Figure 1. M2 wires.
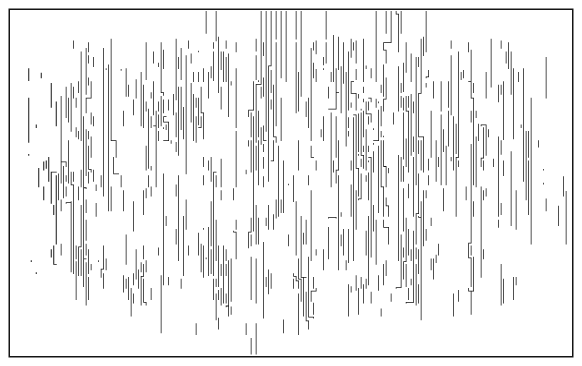
Figure 2. Gate families picked out.
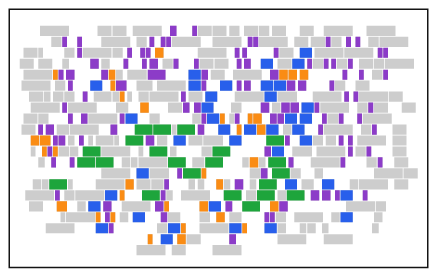
### src/rtl/sig_delay_if.sv
// Control/data bundle between the register bank, the delay controller and the delay line.
// The controller is the slave: it receives requests and sample strobes, returns status.
interface sig_delay_if #(
   parameter int DELAY_BITS = 15
);
   logic [DELAY_BITS-1:0] cfg_delay;
   logic                  cfg_valid;
   logic                  cfg_ready;
   logic                  cfg_err;
   logic                  data_valid;
   logic [DELAY_BITS-1:0] line_delay;
   logic                  out_valid;
   logic                  out_mute;

   modport master (
      output cfg_delay, cfg_valid, data_valid,
      input  cfg_ready, cfg_err, line_delay, out_valid, out_mute
   );

   modport slave (
      input  cfg_delay, cfg_valid, data_valid,
      output cfg_ready, cfg_err, line_delay, out_valid, out_mute
   );
endinterface

### src/rtl/sig_delay_ctrl.sv
// Sequences delay changes onto the sample delay line at sample boundaries and
// qualifies line output until history and read pipeline hold data for the active delay.
module sig_delay_ctrl #(
   parameter int DELAY_BITS = 15,
   parameter int PIPE_LAT   = 2,
   parameter int MIN_DELAY  = 2,
   parameter int MAX_DELAY  = 32760,
   parameter int DEF_DELAY  = 100
) (
   input  logic       clk,
   input  logic       rst_n,
   sig_delay_if.slave bus
);
   localparam int HB = DELAY_BITS + 1;
   localparam int SW = (PIPE_LAT < 1) ? 1 : $clog2(PIPE_LAT + 1);

   typedef enum logic [1:0] {RUN, APPLY, SETTLE} state_t;

   state_t                state_reg, state_next;
   logic [DELAY_BITS-1:0] line_delay_reg, line_delay_next;
   logic [DELAY_BITS-1:0] pending_reg, pending_next;
   logic [SW-1:0]         settle_cnt_reg, settle_cnt_next;
   logic [HB-1:0]         hist_cnt_reg;
   logic                  err_reg, err_next;
   logic [DELAY_BITS-1:0] clamped;
   logic                  out_of_range;
   logic                  accept;
   logic                  ready;
   logic                  mute;
   logic [HB-1:0]         hist_need;
   logic                  hist_ok;

   always_comb begin
      clamped      = bus.cfg_delay;
      out_of_range = 1'b0;
      if (bus.cfg_delay < DELAY_BITS'(MIN_DELAY)) begin
         clamped      = DELAY_BITS'(MIN_DELAY);
         out_of_range = 1'b1;
      end else if (bus.cfg_delay > DELAY_BITS'(MAX_DELAY)) begin
         clamped      = DELAY_BITS'(MAX_DELAY);
         out_of_range = 1'b1;
      end
   end

   assign ready  = (state_reg != APPLY);
   assign accept = bus.cfg_valid & ready;

   // One extra bit keeps line_delay + PIPE_LAT from wrapping.
   assign hist_need = {1'b0, line_delay_reg} + HB'(PIPE_LAT);
   assign hist_ok   = (hist_cnt_reg >= hist_need);

   always_comb begin
      state_next      = state_reg;
      line_delay_next = line_delay_reg;
      pending_next    = pending_reg;
      settle_cnt_next = settle_cnt_reg;
      err_next        = 1'b0;
      if (accept) begin
         // An accept during SETTLE aborts the drain; the new value restarts it on commit.
         pending_next = clamped;
         err_next     = out_of_range;
         if (!((state_reg == RUN) && (clamped == line_delay_reg)))
            state_next = APPLY;
      end else begin
         case (state_reg)
            APPLY: begin
               if (bus.data_valid) begin
                  line_delay_next = pending_reg;
                  settle_cnt_next = SW'(PIPE_LAT);
                  state_next      = (PIPE_LAT == 0) ? RUN : SETTLE;
               end
            end
            SETTLE: begin
               if (bus.data_valid) begin
                  settle_cnt_next = settle_cnt_reg - SW'(1);
                  if (settle_cnt_reg == SW'(1))
                     state_next = RUN;
               end
            end
            default: ;
         endcase
      end
   end

   always_ff @(posedge clk) begin
      if (!rst_n) begin
         state_reg      <= RUN;
         line_delay_reg <= DELAY_BITS'(DEF_DELAY);
         pending_reg    <= DELAY_BITS'(DEF_DELAY);
         settle_cnt_reg <= '0;
         hist_cnt_reg   <= '0;
         err_reg        <= 1'b0;
      end else begin
         state_reg      <= state_next;
         line_delay_reg <= line_delay_next;
         pending_reg    <= pending_next;
         settle_cnt_reg <= settle_cnt_next;
         err_reg        <= err_next;
         if (bus.data_valid && (hist_cnt_reg != '1))
            hist_cnt_reg <= hist_cnt_reg + HB'(1);
      end
   end

   assign mute           = (state_reg != RUN) | ~hist_ok;
   assign bus.cfg_ready  = ready;
   assign bus.cfg_err    = err_reg;
   assign bus.line_delay = line_delay_reg;
   assign bus.out_mute   = mute;
   assign bus.out_valid  = bus.data_valid & ~mute;
endmodule

### src/flat_wrapper.sv
// flat-port wrapper written by rule: the top's interface ports become plain ports
module sig_delay_ctrl_flat 
#(
   parameter int DELAY_BITS = 15,
   parameter int PIPE_LAT   = 2,
   parameter int MIN_DELAY  = 2,
   parameter int MAX_DELAY  = 32760,
   parameter int DEF_DELAY  = 100
)
  (clk, rst_n, bus_cfg_delay, bus_cfg_valid, bus_data_valid, bus_cfg_ready, bus_cfg_err, bus_line_delay, bus_out_valid, bus_out_mute);
  sig_delay_if #(.DELAY_BITS(DELAY_BITS)) bus_i ();
  input  logic clk;
  input  logic rst_n;
  input wire logic [$bits(bus_i.cfg_delay)-1:0] bus_cfg_delay;
  input wire logic [$bits(bus_i.cfg_valid)-1:0] bus_cfg_valid;
  input wire logic [$bits(bus_i.data_valid)-1:0] bus_data_valid;
  output wire logic [$bits(bus_i.cfg_ready)-1:0] bus_cfg_ready;
  output wire logic [$bits(bus_i.cfg_err)-1:0] bus_cfg_err;
  output wire logic [$bits(bus_i.line_delay)-1:0] bus_line_delay;
  output wire logic [$bits(bus_i.out_valid)-1:0] bus_out_valid;
  output wire logic [$bits(bus_i.out_mute)-1:0] bus_out_mute;
  assign bus_i.cfg_delay = bus_cfg_delay;
  assign bus_i.cfg_valid = bus_cfg_valid;
  assign bus_i.data_valid = bus_data_valid;
  assign bus_cfg_ready = bus_i.cfg_ready;
  assign bus_cfg_err = bus_i.cfg_err;
  assign bus_line_delay = bus_i.line_delay;
  assign bus_out_valid = bus_i.out_valid;
  assign bus_out_mute = bus_i.out_mute;
  sig_delay_ctrl #(.DELAY_BITS(DELAY_BITS), .PIPE_LAT(PIPE_LAT), .MIN_DELAY(MIN_DELAY), .MAX_DELAY(MAX_DELAY), .DEF_DELAY(DEF_DELAY)) u_core (.clk(clk), .rst_n(rst_n), .bus(bus_i));
endmodule
### config.mk
export PLATFORM = sky130hd
export DESIGN_NAME = sig_delay_ctrl_flat
export DESIGN_NICKNAME = d
export VERILOG_FILES = /design/src/rtl/sig_delay_if.sv /design/src/rtl/sig_delay_ctrl.sv /design/src/flat_wrapper.sv
export SDC_FILE = /design/constraint.sdc
export NUM_CORES = 1
export LEC_CHECK = 0
export CAP_MARGIN = 30
export CORE_ASPECT_RATIO = 0.6
export CORE_MARGIN = 2
export CORE_UTILIZATION = 50
export DETAILED_ROUTE_END_ITERATION = 7
export PLACE_DENSITY = 0.74
export RECOVER_POWER = 100
export SETUP_SLACK_MARGIN = 0.4
export SYNTH_ARGS = -nofsm -noshare
export SYNTH_HDL_FRONTEND = slang
export SYNTH_SLANG_ARGS = --single-unit
export TNS_END_PERCENT = 5
### constraint.sdc
create_clock -name clk -period 5.08 [get_ports clk]
set_input_delay 1.27 -clock clk [delete_from_list [all_inputs] [get_ports clk]]
set_output_delay 1.27 -clock clk [all_outputs]
set_load 0.005 [all_outputs]
==> qor.yml <==
outcome:
  status: "finished with violations"
  violations: "max-capacitance violations, max-slew violations"
synth:
  synth_top_flop_cell: "dfxtp_1"
  synthCells: 363
  synthArstFlopShare_pct: 0
  synth-seq-cells: 51
  fp_nets: 404
  ys_area_um2: 2970
  synth_area_leader_cell: "dfxtp_1"
cts:
  cts_setup_buffers: 0
  postCtsHoldBufs: 0
  ctsRootBufferMaster: "clkbuf_8"
  cts_buffers: 5
  clock_latency_ns: 0.31
critical_path:
  endpoint_kind: "output port"
  max_stage_delay_ns: 0.54
  path_buffers: 1
cells_and_area:
  mostFrequentLayoutCells: "nand2_1 (77), dfxtp_1 (51), xnor2_1 (26), a21boi_0 (24), ha_1 (22)"
  flop_area_um2: 1020
  seq_share_pct: 29.3
  nNonClkBuffers: 39
  largest_reg_flops: 16
  drive_gt1_share_pct: 4.03
  clock_area_share_pct: 2.44
  nFillCells: 515
  biggestCellCategory: "combinational gates"
final_timing:
  maxSlewViolCount: 46
  finClkSkew_ns: 0.0110
  setup_violations: 0
  fmax_ghz: 0.221
detailed_routing:
  route.antenna.remaining_nets: 0
  dr.pass1.iters: 4
  vias_per_cell: 5.44
  initialDrtViolationCount: 86
flow_run:
  cap_viol_max_count: 1
floorplanning:
  io_pins: 38
  coreArea_um2: 5650
place:
  dp.cells: 469
  gp_congestion: 0.859
hold_path:
  hp-class: "register to register"
About Figure 1:
nets with wire on the layer = 346
main direction = vertical
longest straight run = 31.3 µm
wire length on this layer = 2920 µm
share of all routed wire = 41%
M2 GR Usage: 34.0%
routed via count: 2597
Routed WL: 7140 µm

About Figure 2:
orange -> NOR gates  # cells 34
green -> adder and majority cells  # cells 22
purple -> NAND gates  # cells 114
blue -> XOR/XNOR gates  # cells 39
logic share of the area: 53.6%
Non-Filler Instances: 477
most frequent logic cell in the layout: nand2_1

report_power, final:
part / internal, µW / total, µW / switching (µW)
Clock: 96.7 / 235 / 138
Combinational: 68.1 / 151 / 83.0
Sequential: 421 / 438 / 17.8
Total: 585 / 824 / 239
per-stage QoR:
| step | util (%) | hold WS, ns | area, µm² | setup WS [ns] | total power (µW) |
|---|---|---|---|---|---|
| 2_1_floorplan | - | 0.431 | 2970 | 1.59 | 541 |
| 3_3_place_gp | 60.2 | 0.440 | 3400 | 0.969 | 596 |
| 3_5_place_dp | 60.2 | 0.450 | 3400 | 0.852 | 600 |
| 4_1_cts | 61.7 | 0.464 | 3490 | 0.487 | 830 |
| 5_1_grt | 61.7 | 0.496 | 3490 | 0.212 | 868 |
| 6_report | 61.7 | 0.471 | 3490 | 0.548 | 824 |
worst register-to-register path, delay by kind of cell, from the launching register on:
family | cells | cell delay [ns]
DFF | 1 | 0.38
and+or+nand+nor | 4 | 1.41
AOI/OAI and AO/OA | 2 | 0.45
cells in the mapped netlist (4+ instances only):
cell type and n:
a21boi_0 17, a21boi_1 7, a21o_1 5, a21oi_1 6
and2_1 9, and4_1 4, clkbuf_1 13, dfxtp_1 51
ha_1 22, inv_1 7, nand2_1 77, nand3_1 18
nand4_1 15, nor2_1 18, nor2b_1 6, nor4_1 6
o211ai_1 4, o21ai_0 6, o21ai_1 6, xnor2_1 26
xor2_1 13
worst paths after layout:
check / depth (start not counted) / start / slack, ns / end
max: 13 / u_core.bus.line_delay[1]$_SDFFE_PN0P_ / 0.55 / bus_out_mute
min: 2 / u_core.pending_reg[4]$_SDFFE_PN0P_ / 0.47 / u_core.pending_reg[4]$_SDFFE_PN0P_
max reg2reg: 6 / u_core.hist_cnt_reg[6]$_SDFFE_PN0P_ / 2.76 / u_core.hist_cnt_reg[13]$_SDFFE_PN0P_
min reg2reg: 2 / u_core.pending_reg[4]$_SDFFE_PN0P_ / 0.47 / u_core.pending_reg[4]$_SDFFE_PN0P_
per-layer routing:
| layer | vias to the layer above | share of wire (%) | global-route usage (%) | wire length, µm |
|---|---|---|---|---|
| met3 | 13 | 5.4 | 4.33 | 385 |
| li1 | 1320 | - | - | - |
| met5 | - | 0 | 0 | 0 |
| met1 | 1191 | 52 | 33.2 | 3740 |
| met4 | 0 | 1.3 | 5.10 | 93 |
| met2 | 73 | 41 | 34.0 | 2920 |
timing repair:
action	in CTS	in global routing
resized	0	7
endpoints found under the hold margin	0	0
endpoints found under the setup margin	0	2
cells by family (layout without fill, tap and decap cells):
| group | count (synthesis) | after routing | synth area share (%) |
|---|---|---|---|
| multiplexers | 1 | 1 | 0.338 |
| adder cells (fa/ha/maj) | 22 | 22 | 9.28 |
| flip-flops | 51 | 51 | 34.4 |
| buffers and inverters | 21 | 55 | 2.66 |
| AND-OR/OR-AND | 58 | 58 | 13.6 |
| XOR/XNOR | 39 | 39 | 11.5 |
| AND/OR/NAND/NOR | 171 | 171 | 28.2 |
Power figures rest on the tool's default switching activity, not on a simulated workload.
